`config.mk`:
```
export PLATFORM = sky130hd
export DESIGN_NAME = noc_vc_input_buffer
export DESIGN_NICKNAME = d
export VERILOG_FILES = /design/src/rtl/noc_pkg.sv /design/src/rtl/noc_vc_fifo.sv /design/src/rtl/noc_vc_input_buffer.sv
export SDC_FILE = /design/constraint.sdc
export NUM_CORES = 1
export LEC_CHECK = 0
export ABC_AREA = 1
export CORE_MARGIN = 5
export CORE_UTILIZATION = 30
export CTS_CLUSTER_DIAMETER = 40
export CTS_CLUSTER_SIZE = 14
export DETAILED_ROUTE_END_ITERATION = 16
export SYNTH_ARGS = -nofsm -noshare
export SYNTH_HDL_FRONTEND = slang
export SYNTH_SLANG_ARGS = --single-unit
export TNS_END_PERCENT = 100
```
`constraint.sdc`:
```
create_clock -name clk -period 4.3 [get_ports clk]
set_input_delay 1.075 -clock clk [delete_from_list [all_inputs] [get_ports clk]]
set_output_delay 1.075 -clock clk [all_outputs]
set_load 0.01 [all_outputs]
```
`src/rtl/noc_pkg.sv`:
```
// noc_pkg: flit format shared by the NoC VC input buffer and its users
package noc_pkg;
    localparam int FLIT_W      = 23;
    localparam int PAYLOAD_LSB = 7;
    localparam int ADDR_LSB    = 3;
    localparam int TARGET_LSB  = 0;
    typedef logic [FLIT_W-1:0] flit_t;
endpackage

```
`src/rtl/noc_vc_fifo.sv`:
```
// noc_vc_fifo: single-VC circular FIFO with occupancy, credit return and error strobes
// NOC_IBUF_BYPASS_EN: an empty FIFO forwards the incoming flit to its head in the same cycle
module noc_vc_fifo #(
    parameter int FLIT_W = 23,
    parameter int DEPTH  = 9,
    parameter int CNT_W  = $clog2(DEPTH + 1)
) (
    input  logic              clk,
    input  logic              rst,
    input  logic              wr,
    input  logic [FLIT_W-1:0] wr_data,
    input  logic              pop,
    output logic [FLIT_W-1:0] head,
    output logic              valid,
    output logic              full,
    output logic [CNT_W-1:0]  count,
    output logic              credit,
    output logic              ovf,
    output logic              unf
);
    localparam int PTR_W = $clog2(DEPTH);
    logic [FLIT_W-1:0] mem [DEPTH];
    logic [PTR_W-1:0] rd_ptr, wr_ptr;
    logic empty, rd_ok, wr_ok, byp_ok;
    function automatic logic [PTR_W-1:0] nxt(input logic [PTR_W-1:0] p);
        return p == PTR_W'(DEPTH - 1) ? '0 : p + PTR_W'(1);
    endfunction
    assign empty = count == '0;
    assign full  = count == CNT_W'(DEPTH);
    assign rd_ok = pop & ~empty;
`ifdef NOC_IBUF_BYPASS_EN
    // popping the forwarded flit consumes it without ever storing it
    assign byp_ok = pop & empty & wr;
    assign valid  = ~empty | wr;
    assign head   = ~empty ? mem[rd_ptr] : wr ? wr_data : '0;
`else
    assign byp_ok = 1'b0;
    assign valid  = ~empty;
    assign head   = empty ? '0 : mem[rd_ptr];
`endif
    // a full FIFO still accepts a write when its head leaves in the same cycle
    assign wr_ok = wr & (~full | pop) & ~byp_ok;
    assign ovf   = wr & full & ~pop;
    assign unf   = pop & empty & ~byp_ok;
    always_ff @(posedge clk or negedge rst)
        if (!rst) begin
            rd_ptr <= '0;
            wr_ptr <= '0;
            count  <= '0;
            credit <= 1'b0;
        end else begin
            rd_ptr <= rd_ok ? nxt(rd_ptr) : rd_ptr;
            wr_ptr <= wr_ok ? nxt(wr_ptr) : wr_ptr;
            count  <= count + CNT_W'(wr_ok) - CNT_W'(rd_ok);
            credit <= rd_ok | byp_ok;
        end
    always_ff @(posedge clk)
        if (wr_ok) mem[wr_ptr] <= wr_data;
endmodule

```
`src/rtl/noc_vc_input_buffer.sv`:
```
// noc_vc_input_buffer: per-VC flit input buffer with write demux, credit return and sticky errors
// NOC_IBUF_BYPASS_EN: enables same-cycle forwarding into empty VCs (see noc_vc_fifo)
module noc_vc_input_buffer #(
    parameter int FLIT_W = noc_pkg::FLIT_W,
    parameter int DEPTH  = 9,
    parameter int NUM_VC = 2,
    parameter int VC_W   = NUM_VC > 1 ? $clog2(NUM_VC) : 1,
    parameter int CNT_W  = $clog2(DEPTH + 1)
) (
    input  logic                    clk,
    input  logic                    rst,
    input  logic                    in_valid,
    input  logic [VC_W-1:0]         in_vc,
    input  logic [FLIT_W-1:0]       in_flit,
    input  logic [NUM_VC-1:0]       pop,
    output logic [NUM_VC*FLIT_W-1:0] out_flit,
    output logic [NUM_VC-1:0]       out_valid,
    output logic [NUM_VC-1:0]       full,
    output logic [NUM_VC*CNT_W-1:0] count,
    output logic [NUM_VC-1:0]       credit,
    output logic                    err_overflow,
    output logic                    err_underflow
);
    logic [NUM_VC-1:0] wr, ovf, unf;
    logic bad_vc;
    assign bad_vc = in_valid & ({1'b0, in_vc} >= (VC_W + 1)'(NUM_VC));
    for (genvar v = 0; v < NUM_VC; v++) begin : g_vc
        // gated by rst so a bypassed flit cannot reach the head while in reset
        assign wr[v] = rst & in_valid & (in_vc == VC_W'(v));
        noc_vc_fifo #(.FLIT_W(FLIT_W), .DEPTH(DEPTH), .CNT_W(CNT_W)) u_fifo (
            .clk    (clk),
            .rst    (rst),
            .wr     (wr[v]),
            .wr_data(in_flit),
            .pop    (pop[v]),
            .head   (out_flit[v*FLIT_W +: FLIT_W]),
            .valid  (out_valid[v]),
            .full   (full[v]),
            .count  (count[v*CNT_W +: CNT_W]),
            .credit (credit[v]),
            .ovf    (ovf[v]),
            .unf    (unf[v])
        );
    end
    always_ff @(posedge clk or negedge rst)
        if (!rst) begin
            err_overflow  <= 1'b0;
            err_underflow <= 1'b0;
        end else begin
            err_overflow  <= err_overflow | bad_vc | (|ovf);
            err_underflow <= err_underflow | (|unf);
        end
endmodule

```
**Supply network**

(1.5 px per µm) Pins as bars on the die edge.
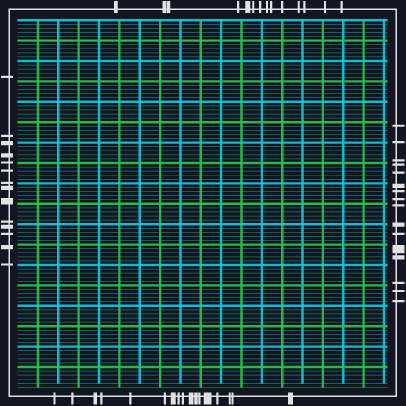
Green stands for VSS. Cyan stands for VDD.
18 straps on met5. 91 met1 rails follow the rows. 91 signal pins sit on the boundary. The core has 90 rows.
VDD IR-drop max: 0.364 mV
core area: 0.0604 mm²
Die Y: 257 µm
Die X-Extent: 257 µm

**Placement by cell class**

(1 px per µm) Fill, decap, tap and diode cells in gray.
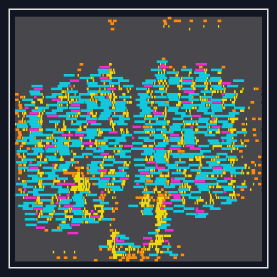
Yellow stands for all other logic, cells 1050, share of their area 23%. Magenta stands for clock drivers and dummy loads, cells 104, share of their area 9.3%. Orange stands for other buffers and delay cells, cells 135, share of their area 6.1%. Cyan stands for flip-flops, cells 442, share of their area 62%.
# rows: 90
Seq area share: 59.2%
Final Core Density: 36.8%

**Clock network drawn from the DEF**

(2 px per µm)
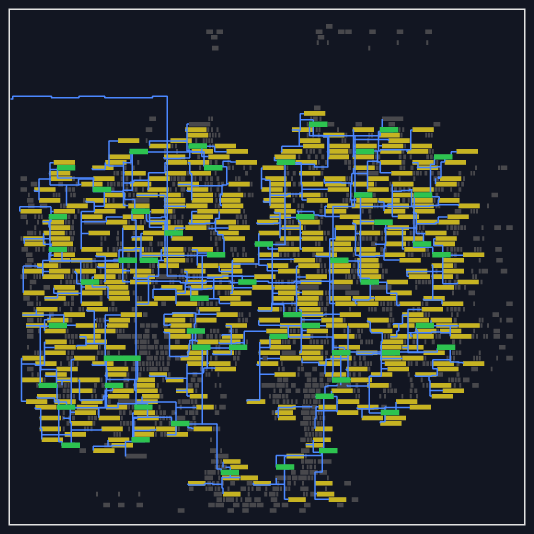
Green stands for cells driving clock nets, count 55. Blue stands for clock wires, length 5510 µm. Yellow stands for flip-flops, count 442.
There are 56 routed clock nets.
Clk pwr share: 31.6%
Worst Skew: 29.4 ps
Clk. pwr: 4900 µW
Skew-Pair Late Insertion Delay: 610 ps

==> impl_metrics.ini <==
; flow metrics
[worst_setup_path]
reg2reg_depth = 12
reg2reg_setup_slack_ps = 1630
critPathMaxStageDelay_ps = 720
crit_type = flip-flop to output pin
r2r-start = g_vc[0].u_fifo.count[2]

[synthesis]
aoi_share_pct = 0.629
simple_gate_share_pct = 21.0
ys_ff = 442
top_cell = nand2_1
synth-adder-area-share_pct = 1.86
yosys.cell_types.count = 24

[power_and_ir_drop]
power.total_uw = 15500
intPower_uw = 10100
power_density_mw_per_mm2 = 699

[finish]
regMostFlops = g_vc.u_fifo.mem
drive_gt1_share_pct = 9.82
n_antenna_cell = 0
logic_gates = 958
nNetsFinal = 1739
comb_area_share_pct = 20.1
final-nonclk-buf-share_pct = 5.86
regArea_mm2 = 0.0131
inverters_excl_clock = 92
final_area_mm2 = 0.0222

[run]
warnings = 36

[final_timing]
rsz0062_at_grt = no
setup_slack_ps = 271
slew_violations = 0
finalHoldViolations = 0

[clocking]
clock_sinks = 442
ctsHoldBuffers = 0
cts_setup_buffers = 0

[floorplan]
die_area_mm2 = 0.0661

[placed_design]
port-buffer-count = 90

[status]
status = finished clean

[detailed_routing]
ant_nets = 0

[hold_path]
hp-start = err_underflow
**Metal layers overlaid**

(1.5 px per µm) Only two layers are drawn.
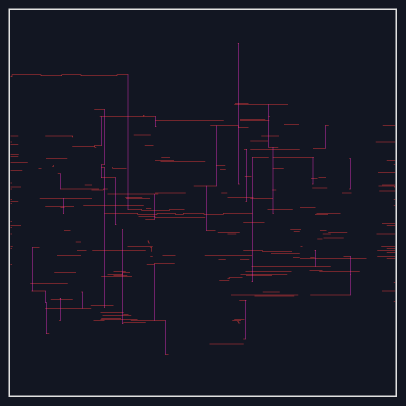
Magenta stands for met4, wire length 1000 µm. Red stands for met3, wire length 2310 µm.
WL/cell: 17.8 µm
Routed Wire Length: 44800 µm

**Placement view**

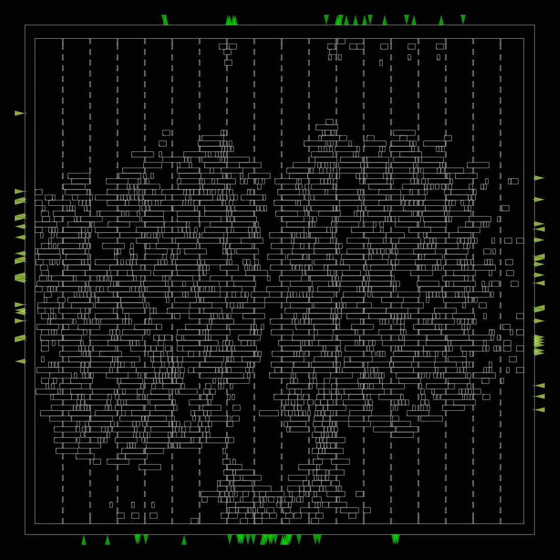
Filler Cells Inserted: 5785
Flops: 442
fin cells: 2513
Well Taps: 782

routing by layer:
| metal | track usage [%] | up-vias |
|---|---|---|
| met3 | 2.03 | 70 |
| li1 | - | 5659 |
| met1 | 17.9 | 5811 |
| met2 | 22.0 | 338 |
| met5 | 0 | - |
| met4 | 3.98 | 0 |
placed cells by master (no fill, tap or decap), types with 3 or more instances in the layout:
master / n
nand2_1: 435
edfxtp_1: 414
nand3_1: 348
nor2_1: 95
clkdlybuf4s50_1: 90
inv_1: 87
clkbuf_16: 57
buf_4: 40
dfrtp_1: 26
ha_1: 24
o21ai_0: 16
nor3_2: 12
inv_6: 9
bufinv_16: 9
nor2_2: 8
clkinvlp_4: 7
clkinv_2: 7
clkinv_1: 7
xor2_1: 6
inv_2: 5
buf_12: 5
xnor2_1: 4
clkinv_4: 3
Power is estimated from default activity; no workload was simulated.
